<file path="src/rtl/sacred_const_arbiter.sv">
// Round-robin arbiter sharing one sacred-constant ROM read port among NREQ requesters,
// with a single registered valid/ready response channel and a saturating served counter.

module kingdom_sacred_constants (
    output logic [63:0] phi,
    output logic [63:0] trinity
);
    assign phi     = 64'h3FF9_E377_9B97_F4A8;
    assign trinity = 64'h4008_0000_0000_0000;
endmodule

module sacred_const_arbiter #(
    parameter int NREQ = 4,
    parameter int IDW  = 2
) (
    input  logic              clk,
    input  logic              rst,
    input  logic [NREQ-1:0]   req,
    input  logic [3*NREQ-1:0] idx,
    output logic [NREQ-1:0]   gnt,
    output logic              rsp_valid,
    input  logic              rsp_ready,
    output logic [IDW-1:0]    rsp_id,
    output logic [63:0]       rsp_data,
    output logic [31:0]       served_cnt
);
    logic [63:0]    k_phi;
    logic [63:0]    k_trinity;
    logic [IDW-1:0] ptr;
    logic [IDW-1:0] ptr_nxt;
    logic [IDW:0]   ptr_inc;
    logic [IDW:0]   sum;
    logic [IDW-1:0] cand;
    logic [IDW-1:0] win_id;
    logic           win_found;
    logic [2:0]     sel_idx;
    logic [63:0]    rom_word;
    logic           can_issue;
    logic           grant;
    logic [31:0]    served_q;

    kingdom_sacred_constants u_consts (
        .phi     (k_phi),
        .trinity (k_trinity)
    );

    assign can_issue = !rsp_valid || rsp_ready;

    // Search ptr, ptr+1, ... wrapping at NREQ (which need not be a power of two).
    always_comb begin
        win_found = 1'b0;
        win_id    = '0;
        sum       = '0;
        cand      = '0;
        for (int i = 0; i < NREQ; i++) begin
            sum = {1'b0, ptr} + (IDW+1)'(i);
            if (sum >= (IDW+1)'(NREQ)) begin
                sum = sum - (IDW+1)'(NREQ);
            end
            cand = sum[IDW-1:0];
            if (!win_found && req[cand]) begin
                win_found = 1'b1;
                win_id    = cand;
            end
        end
    end

    // gnt is held low during reset even if requesters keep req asserted.
    assign grant = win_found && can_issue && !rst;

    always_comb begin
        gnt = '0;
        if (grant) begin
            gnt[win_id] = 1'b1;
        end
    end

    always_comb begin
        sel_idx = '0;
        for (int k = 0; k < NREQ; k++) begin
            if (IDW'(k) == win_id) begin
                sel_idx = idx[3*k +: 3];
            end
        end
    end

    always_comb begin
        case (sel_idx)
            3'd0:    rom_word = k_phi;
            3'd1:    rom_word = k_trinity;
            3'd2:    rom_word = 64'h4009_21FB_5444_2D18;
            3'd3:    rom_word = 64'h4005_BF0A_8B14_5769;
            3'd4:    rom_word = 64'h4004_F1BB_CDCB_FA54;
            3'd5:    rom_word = 64'h3FF0_0000_0000_0000;
            3'd6:    rom_word = 64'h4000_0000_0000_0000;
            default: rom_word = 64'h0000_0000_0000_0000;
        endcase
    end

    assign ptr_inc = {1'b0, win_id} + (IDW+1)'(1);
    assign ptr_nxt = (ptr_inc == (IDW+1)'(NREQ)) ? '0 : ptr_inc[IDW-1:0];

    always_ff @(posedge clk or posedge rst) begin
        if (rst) begin
            rsp_valid <= 1'b0;
            rsp_id    <= '0;
            rsp_data  <= '0;
            ptr       <= '0;
            served_q  <= '0;
        end else begin
            if (grant) begin
                rsp_valid <= 1'b1;
                rsp_id    <= win_id;
                rsp_data  <= rom_word;
                ptr       <= ptr_nxt;
            end else if (rsp_valid && rsp_ready) begin
                rsp_valid <= 1'b0;
            end
            if (rsp_valid && rsp_ready && (served_q != '1)) begin
                served_q <= served_q + 32'd1;
            end
        end
    end

    assign served_cnt = served_q;

endmodule

</file>
<file path="config.mk">
export PLATFORM = sky130hd
export DESIGN_NAME = sacred_const_arbiter
export DESIGN_NICKNAME = d
export VERILOG_FILES = /design/src/rtl/sacred_const_arbiter.sv
export SDC_FILE = /design/constraint.sdc
export NUM_CORES = 1
export LEC_CHECK = 0
export ABC_CLOCK_PERIOD_IN_PS = 12100
export CAP_MARGIN = 20
export CORE_AREA = 5 5 106 118
export CTS_CLUSTER_SIZE = 30
export DETAILED_ROUTE_END_ITERATION = 6
export DIE_AREA = 0 0 111 123
export PLACE_DENSITY = 0.87
export SLEW_MARGIN = 20
export SYNTH_ARGS = -nofsm -noshare
export SYNTH_HDL_FRONTEND = slang
export SYNTH_HIERARCHICAL = 1
export SYNTH_SLANG_ARGS = --single-unit
</file>
<file path="constraint.sdc">
create_clock -name clk -period 12.1 [get_ports clk]
set_input_delay 1.815 -clock clk [delete_from_list [all_inputs] [get_ports clk]]
set_output_delay 1.815 -clock clk [all_outputs]
set_load 0.005 [all_outputs]
</file>
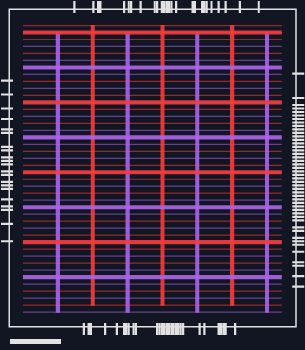
run_1/pdn.png
The bar under the picture is 20 um long. Pins as bars on the die edge.
Key: VSS = purple; VDD = red
The core has 41 rows. 42 met1 rails follow the rows.
worst ir drop on vdd: 0.0960 mV
Die Span Y: 123 um

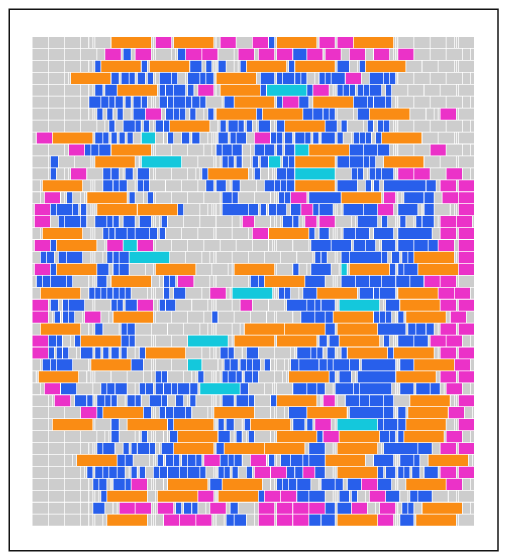
run_1/cell_classes.png
Fill, decap, tap and diode cells in grey.
Key: clock drivers and dummy loads = cyan [cells 15, share of their area 3.8%]; other buffers and delay cells = magenta [cells 128, share of their area 17%]; flops = orange [cells 101, share of their area 35%]; all other logic = blue [cells 551, share of their area 44%]
Core Util, Final: 66.0%
core area: 11200 um2

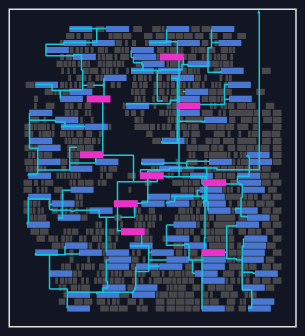
run_1/clock_map.png
Key: cells driving clock nets = magenta [count 9]; clock wires = cyan [length 1260 um]; flip-flops = blue [count 101]
There are 10 routed clock nets. Position of the flops: widely spread.
Clk pwr share: 16.7%
insertion delay to the later sink of the worst-skew pair: 350 ps
skew final: 6.83 ps

==> run 1: sequential cells by signal (all words and copies together), names as in the netlist <==
name,flops
ptr,2
rsp_data,64
rsp_id,2
rsp_valid,1
served_cnt,32
==> run 1: metal layers <==
| layer | share of wire [%] | global-route usage [%] | vias up |
|---|---|---|---|
| met5 | 0 | 0 | - |
| met4 | 2.2 | 8.31 | 0 |
| li1 | - | - | 2358 |
| met3 | 6.2 | 5.19 | 25 |
| met1 | 41 | 26.3 | 2395 |
| met2 | 51 | 37.8 | 170 |
==> run 1: how the worst min path moves through the flow <==
stage | to | slack [ps]
2_1_floorplan | rsp_id[0] | 470
3_3_place_gp | rsp_data[8] | 460
3_5_place_dp | rsp_data[61] | 470
4_1_cts | rsp_data[61] | 480
5_1_grt | rsp_data[27] | 510
6_report | rsp_data[61] | 480
==> run 1: power breakdown <==
part	switching [mW]	leakage, nW	internal [mW]
clock network	0.132	0.130	0.142
registers	0.0791	1.28	0.450
logic	0.445	1.91	0.389
total	0.656	3.32	0.980
==> run 1: cells in the final DEF (no fill, tap or decap), types with 4 or more instances in the layout <==
cell type	Yosys	routed
o21a_1	18	18
nor2_1	42	42
clkdlybuf4s50_1	0	121
ha_1	5	5
a21o_1	6	6
xor2_1	6	6
a21oi_1	35	35
nand4_1	6	6
dfrtp_1	101	101
and2_1	5	5
conb_1	2	128
nand2_1	80	80
o211ai_1	4	4
o21ai_0	26	26
mux2i_1	8	8
a31oi_1	25	25
o221ai_1	10	10
nand3_1	13	12
buf_4	129	7
clkbuf_16	0	9
and3_1	4	4
o31ai_1	20	20
o21ai_1	25	25
inv_6	0	4
inv_1	9	8
xnor2_1	24	24
==> run 1: per-stage QoR <==
stage	power (mW)	hold WS, ps	setup WS (ps)	util [%]
after floorplan	1.04	470	5280	-
after global placement	1.33	460	6030	63.6
after detailed placement	1.37	466	5940	63.6
after CTS	1.65	483	5940	66.0
after global routing	1.76	510	5700	66.0
final	1.64	476	5940	66.0
==> run 1: Yosys cell counts, types with 4 or more instances <==
| cell | n |
|---|---|
| clkbuf_1 | 15 |
| buf_4 | 129 |
| and2_1 | 5 |
| nor2_1 | 42 |
| o21a_1 | 18 |
| o21ai_1 | 25 |
| o221ai_1 | 10 |
| nand4_1 | 6 |
| a31oi_1 | 25 |
| and3_1 | 4 |
| xnor2_1 | 24 |
| a21o_1 | 6 |
| buf_2 | 16 |
| nand2_1 | 80 |
| a21oi_1 | 35 |
| o211ai_1 | 4 |
| dfrtp_1 | 101 |
| o21ai_0 | 26 |
| o31ai_1 | 20 |
| mux2i_1 | 8 |
| inv_1 | 9 |
| nand3_1 | 13 |
| ha_1 | 5 |
| xor2_1 | 6 |
==> run 1: cell type report <==
cell class	instances	area, um2	area share [%]
clock buffer	10	229	3.09
clock inverter	5	42.5	0.573
inverter	9	36.3	0.489
multi-input combinational	542	3130	42.2
sequential	101	2530	34.1
tap	150	188	2.53
timing repair buffer	128	1260	17.0
==> run 1: worst max-delay path, stage by stage <==
cell and delay [ps]:
clkdlybuf4s50_1 540, mux2i_1 90, a221oi_1 380, nand2_1 200
inv_1 120, ha_1 510, and2_1 200, clkdlybuf4s50_1 500
==> notes.md, run 1 <==
run results: status=complete, no violations, Ys Warns=6, leading area contributor after synthesis=dfrtp_1, distinct lib cells=60, Period Utilization, post-route=50.9%, relative slew slack=39.4%, layout cell share with drive strength beyond 1=6.29%, die width=111 um, Pwr Density=221 nW/um2, crit path to=gnt[3], YS chip area=6330 um2, worst slew pin tran=908 ps, pin count of the biggest net entering global routing=72, MaxCap Viol Count=0, yosys xor share=4.15%, flops & latches, synth=101, CTS Buf Count=9, Setup-failing EPs final=0, Slew Limit Fails=0, # IOs=122, leakage power figure=3.32 nW, CTS root buf=clkbuf_16, post-route cell area=7420 um2, most used flip-flop cell=dfrtp_1, worst hold path class=reg -> reg, DRC=0, Critical Path AT=4350 ps, ANT cells=0, mux frac, synth=1.44%, tool warnings=29, yosys aoi share=20.0%, CTS tree=built, port buffer count=121, yosys simple share=15.2%, Floorplan Utilization=56.4%, Synth Seq Share=39.9%, CP startpoint kind=input port, Post-synth EDFFs=0, Routed WL=14.8 mm, gr ovfl total=0, crit path max fanout=11, Final Instance Count excl. Fillers=945, flop-to-flop setup slack=7780 ps, Post-CTS Setup Bufs=0, # fillers=851, std cell rows=41, RSZ-0062 raised after global routing=false, Top cell area share=39.9%, Chip Area=13700 um2, R2R depth=10, Final min period=6160 ps, Critical Path Start=req[1], RR Startpoint=ptr[1], DP Area=7150 um2, r2r endpoint=rsp_data[9], Async SR Flop Fraction=100%, Sink Count=101, final tally of hold violations=0, Syn Inst Count=688, Max Root-Sink Buffers=2, Post-DP HPWL=10.3 mm, vias per cell=5.24, post-synthesis to final-layout area growth=17.1%, gpl congestion=0.869, Dominant combinational family=AND-OR/OR-AND gates, Nets=815, placed cell count=930, antenna violations before repair=0, global-route wire length before repair=24.1 mm, Detail Route Antenna Nets=0, post-CTS sizing=0, Clock Pin Slew Worst Setup and Hold Paths=70 ps, H-tree depth reported by CTS=3, Worst Hold Depth=2, # Cells Yosys=688, setup TNS=0 ps, DR WL/cell=15.7 um, Syn Area/Cell=9.21 um2, vias=4948, WP data required=10280 ps, Iter 0 DRT Violations=310, area of the mapped netlist=6330 um2, WS Path Type=in -> out, Worst setup EP type=output pin
--- run 2 (diff from run 1) ---
--- a/config.mk
+++ b/config.mk
@@ -5,13 +5,13 @@
 export SDC_FILE = /design/constraint.sdc
 export NUM_CORES = 1
 export LEC_CHECK = 0
-export ABC_CLOCK_PERIOD_IN_PS = 12100
+export ABC_CLOCK_PERIOD_IN_PS = 5400
 export CAP_MARGIN = 20
-export CORE_AREA = 5 5 106 118
+export CORE_AREA = 5 5 115 128
 export CTS_CLUSTER_SIZE = 30
 export DETAILED_ROUTE_END_ITERATION = 6
-export DIE_AREA = 0 0 111 123
-export PLACE_DENSITY = 0.87
+export DIE_AREA = 0 0 120 133
+export PLACE_DENSITY = 0.78
 export SLEW_MARGIN = 20
 export SYNTH_ARGS = -nofsm -noshare
 export SYNTH_HDL_FRONTEND = slang
==> constraint.sdc (replaced) <==
create_clock -name clk -period 5.4 [get_ports clk]
set_input_delay 0.81 -clock clk [delete_from_list [all_inputs] [get_ports clk]]
set_output_delay 0.81 -clock clk [all_outputs]
set_load 0.005 [all_outputs]
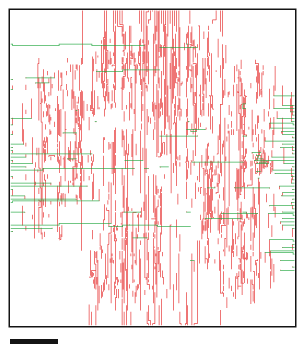
run_2/metal_stack.png
The bar under the picture is 20 um long. Only two layers are drawn.
Key: met3 = green [wire length 883 um]; met2 = red [wire length 6400 um]
DR WL/cell: 14.3 um
vias: 4637

==> run 2 against run 1 <==
Global-route usage decreased by 3.6 points. Final area increased by 1.5%. Utilization decreased by 10 points. Sequential cell count unchanged. Non-clock buffer count increased by 2. Largest cell class unchanged.
==> notes.md, run 2 <==
run results: status=complete, no violations (unchanged), flop-to-flop setup slack=1940 ps (was 7780 ps), std cell rows=45 (was 41), Ys Warns=6 (unchanged), Hold Path End=rsp_data[56] (was rsp_data[61]), Post-CTS Setup Bufs=0 (unchanged), all-layer global routing usage=18.1% (was 21.7%), Most Frequent Cell on Critical Path=clkdlybuf4s50_1 (unchanged), gr ovfl total=0 (unchanged), Routed WL=13.8 mm (was 14.8 mm), leakage power figure=3.37 nW (was 3.32 nW), R2R depth=10 (unchanged), leading area contributor after synthesis=dfrtp_1 (unchanged), GRT busiest layer=met2 (unchanged), DP Area=7170 um2 (was 7150 um2), Detail Route Antenna Nets=0 (unchanged), top cells by count, synth=129 x buf_4, 101 x dfrtp_1, 80 x nand2_1, 42 x nor2_1, 35 x a21oi_1 (unchanged), Pwr Density=497 nW/um2 (was 221 nW/um2), worst hold path class=reg -> reg (unchanged), Die Span Y=133 um (was 123 um), Post-DP HPWL=9.80 mm (was 10.3 mm), Synth Seq Share=39.9% (unchanged), die width=120 um (was 111 um), YS chip area=6330 um2 (unchanged), Slew Limit Fails=0 (unchanged), Floorplan Utilization=47.1% (was 56.4%), core area=13500 um2 (was 11200 um2), Iter 0 DRT Violations=439 (was 310), # fillers=1201 (was 851), Core Util, Final=55.9% (was 66.0%), Flop area=2530 um2 (unchanged), CTS tree=built (unchanged), area of the mapped netlist=6330 um2 (unchanged), gpl congestion=0.807 (was 0.869), Worst setup EP type=output pin (unchanged), # Cells Yosys=688 (unchanged), CTS Buf Count=9 (unchanged), Critical Path AT=3340 ps (was 4350 ps), ANT cells=0 (unchanged), post-route cell area=7530 um2 (was 7420 um2), r2r endpoint=rsp_data[12] (was rsp_data[9]), CTS root buf=clkbuf_16 (unchanged), crit path max fanout=11 (unchanged), insertion delay to the later sink of the worst-skew pair=350 ps (about the same), max FFs per register=64 (unchanged), Top cell area share=39.9% (unchanged), slowest stage cell, crit path=clkdlybuf4s50_1 (unchanged), port buffer count=121 (unchanged), RSZ-0062 raised after global routing=false (unchanged), RR Startpoint=ptr[1] (unchanged), most common cell in the netlist=buf_4 (unchanged), largest register by flop count=rsp_data (unchanged), final tally of hold violations=0 (unchanged), MaxCap Viol Count=0 (unchanged), distinct lib cells=60 (unchanged), Worst Hold Depth=2 (unchanged), antenna violations before repair=1 (was 0), f_max=241 MHz, # IOs=122 (unchanged), Async SR Flop Fraction=100% (unchanged), biggest area cells=dfrtp_1 40%, buf_4 15%, nand2_1 4.7%, xnor2_1 3.3%, a21oi_1 2.8% (unchanged), H-tree depth reported by CTS=3 (unchanged), setup TNS=0 ps (unchanged), vias in the first global route=4478 (was 4914), post-synthesis to final-layout area growth=18.8% (was 17.1%), Final min period=4150 ps, M3 GR Usage=5.00% (was 5.19%), Design Power=3.74 mW (was 1.64 mW), Detailed Routing Iterations Pass 1=5 (unchanged), pin count of the biggest net entering global routing=78 (was 72), CP startpoint kind=input port (unchanged), layout cell share with drive strength beyond 1=6.77% (was 6.29%), worst path cell trace=clkdlybuf4s50_1 -> mux2i_1 -> a221oi_1 -> nand2_1 -> inv_1 -> ha_1 -> and2_1 -> clkdlybuf4s50_1 (unchanged), Period Utilization, post-route=76.9%, hold_sp=rsp_data[56] (was rsp_data[61]), Nets=817 (was 815), tool warnings=29 (unchanged), Clock Pin Slew Worst Setup and Hold Paths=70 ps (about the same), WP data required=4590 ps (was 10280 ps), Sink Count=101 (unchanged), worst slew pin tran=780 ps (was 908 ps), worst hold slack=483 ps (was 476 ps), crit-path max cell delay=540 ps (about the same), Top cells excl fill/tap=128 x conb_1, 121 x clkdlybuf4s50_1, 101 x dfrtp_1 (unchanged), post-CTS sizing=0 (unchanged), met1 usage=24.8% (was 26.3%), Setup-failing EPs final=0 (unchanged), most frequent logic cell in the layout=conb_1 (unchanged), DRC=0 (unchanged), cts hold-fix bufs=0 (unchanged), WS Path Type=in -> out (unchanged), vias per cell=4.82 (was 5.24), Max Root-Sink Buffers=2 (unchanged), Syn Inst Count=688 (unchanged), Syn Area/Cell=9.21 um2 (unchanged), MI comb area=3130 um2 (unchanged), relative slew slack=48.0% (was 39.4%), GR met2 Demand/Resource=27.6% (was 37.8%), flops & latches, synth=101 (unchanged), Chip Area=16000 um2 (was 13700 um2), worst ir drop on vdd=0.233 mV (was 0.0960 mV), Post-synth EDFFs=0 (unchanged), most used flip-flop cell=dfrtp_1 (unchanged), global-route wire length before repair=23.4 mm (was 24.1 mm)
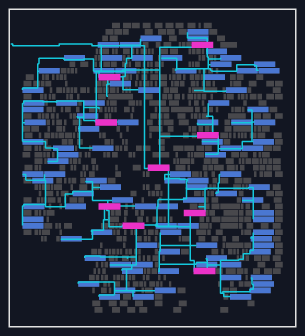
run_2/clock_map.png
Key: flip-flops = blue [count 101]; cells driving clock nets = magenta [count 9]; clock wires = cyan [length 1320 um]
Position of the flops: widely spread.
Clk pwr share: 19.2%
clk pwr: 719 uW
skew final: 8.47 ps

-- run 2: area by class of cell --
| cell class | count | area share [%] |
|---|---|---|
| clock buffers | 11 | 3.36 |
| inverters | 9 | 0.482 |
| flip-flops and latches | 101 | 33.6 |
| well taps | 164 | 2.73 |
| multi-input cells | 542 | 41.6 |
| clock inverters | 5 | 1.10 |
| repair buffers | 130 | 17.2 |
-- run 2: per-layer routing --
| layer | wire [um] | up-vias |
|---|---|---|
| met5 | 13 | - |
| met4 | 261 | 2 |
| met3 | 883 | 25 |
| met2 | 6400 | 129 |
| met1 | 6230 | 2127 |
| li1 | - | 2354 |
-- run 2: report_power, final --
part	internal [mW]	switching [mW]
Sequential	1.01	0.177
Clock	0.432	0.286
Combinational	0.879	0.959
Total	2.32	1.42
-- run 2: logic make-up after synthesis --
logic type	count (synthesis)	synth area share (%)
flip-flops	101	39.9
buffers and inverters	171	18.2
AND-OR/OR-AND	187	20.0
adder cells (fa/ha/maj)	5	0.988
other	2	0.119
AND/OR/NAND/NOR	183	15.2
XOR/XNOR	30	4.15
multiplexers	9	1.44
-- run 2: worst max-delay path by stage --
stage	startpoint	to	depth (start not counted)
2_1_floorplan	rst	gnt[0]	5
3_3_place_gp	req[2]	rsp_data[58]	10
3_5_place_dp	req[2]	rsp_data[12]	10
4_1_cts	req[1]	gnt[3]	8
5_1_grt	req[0]	rsp_data[12]	12
6_report	req[1]	gnt[3]	8
-- run 2: critical path: cells and delay by family --
family                   cells  cell delay [ps]
AND-OR/OR-AND                1              350
adder cells (fa/ha/maj)      1              500
multiplexers                 1               90
buffers and inverters        3             1170
AND/OR/NAND/NOR              2              400
-- run 2: stage by stage --
step                instances  setup slack [ps]
finish                    962              1250
CTS                       961              1270
detailed placement        945              1050
global route              962              1010
floorplan                 814               592
global placement          945              1180
No activity file was given, so power comes from the tool's default toggle rates.
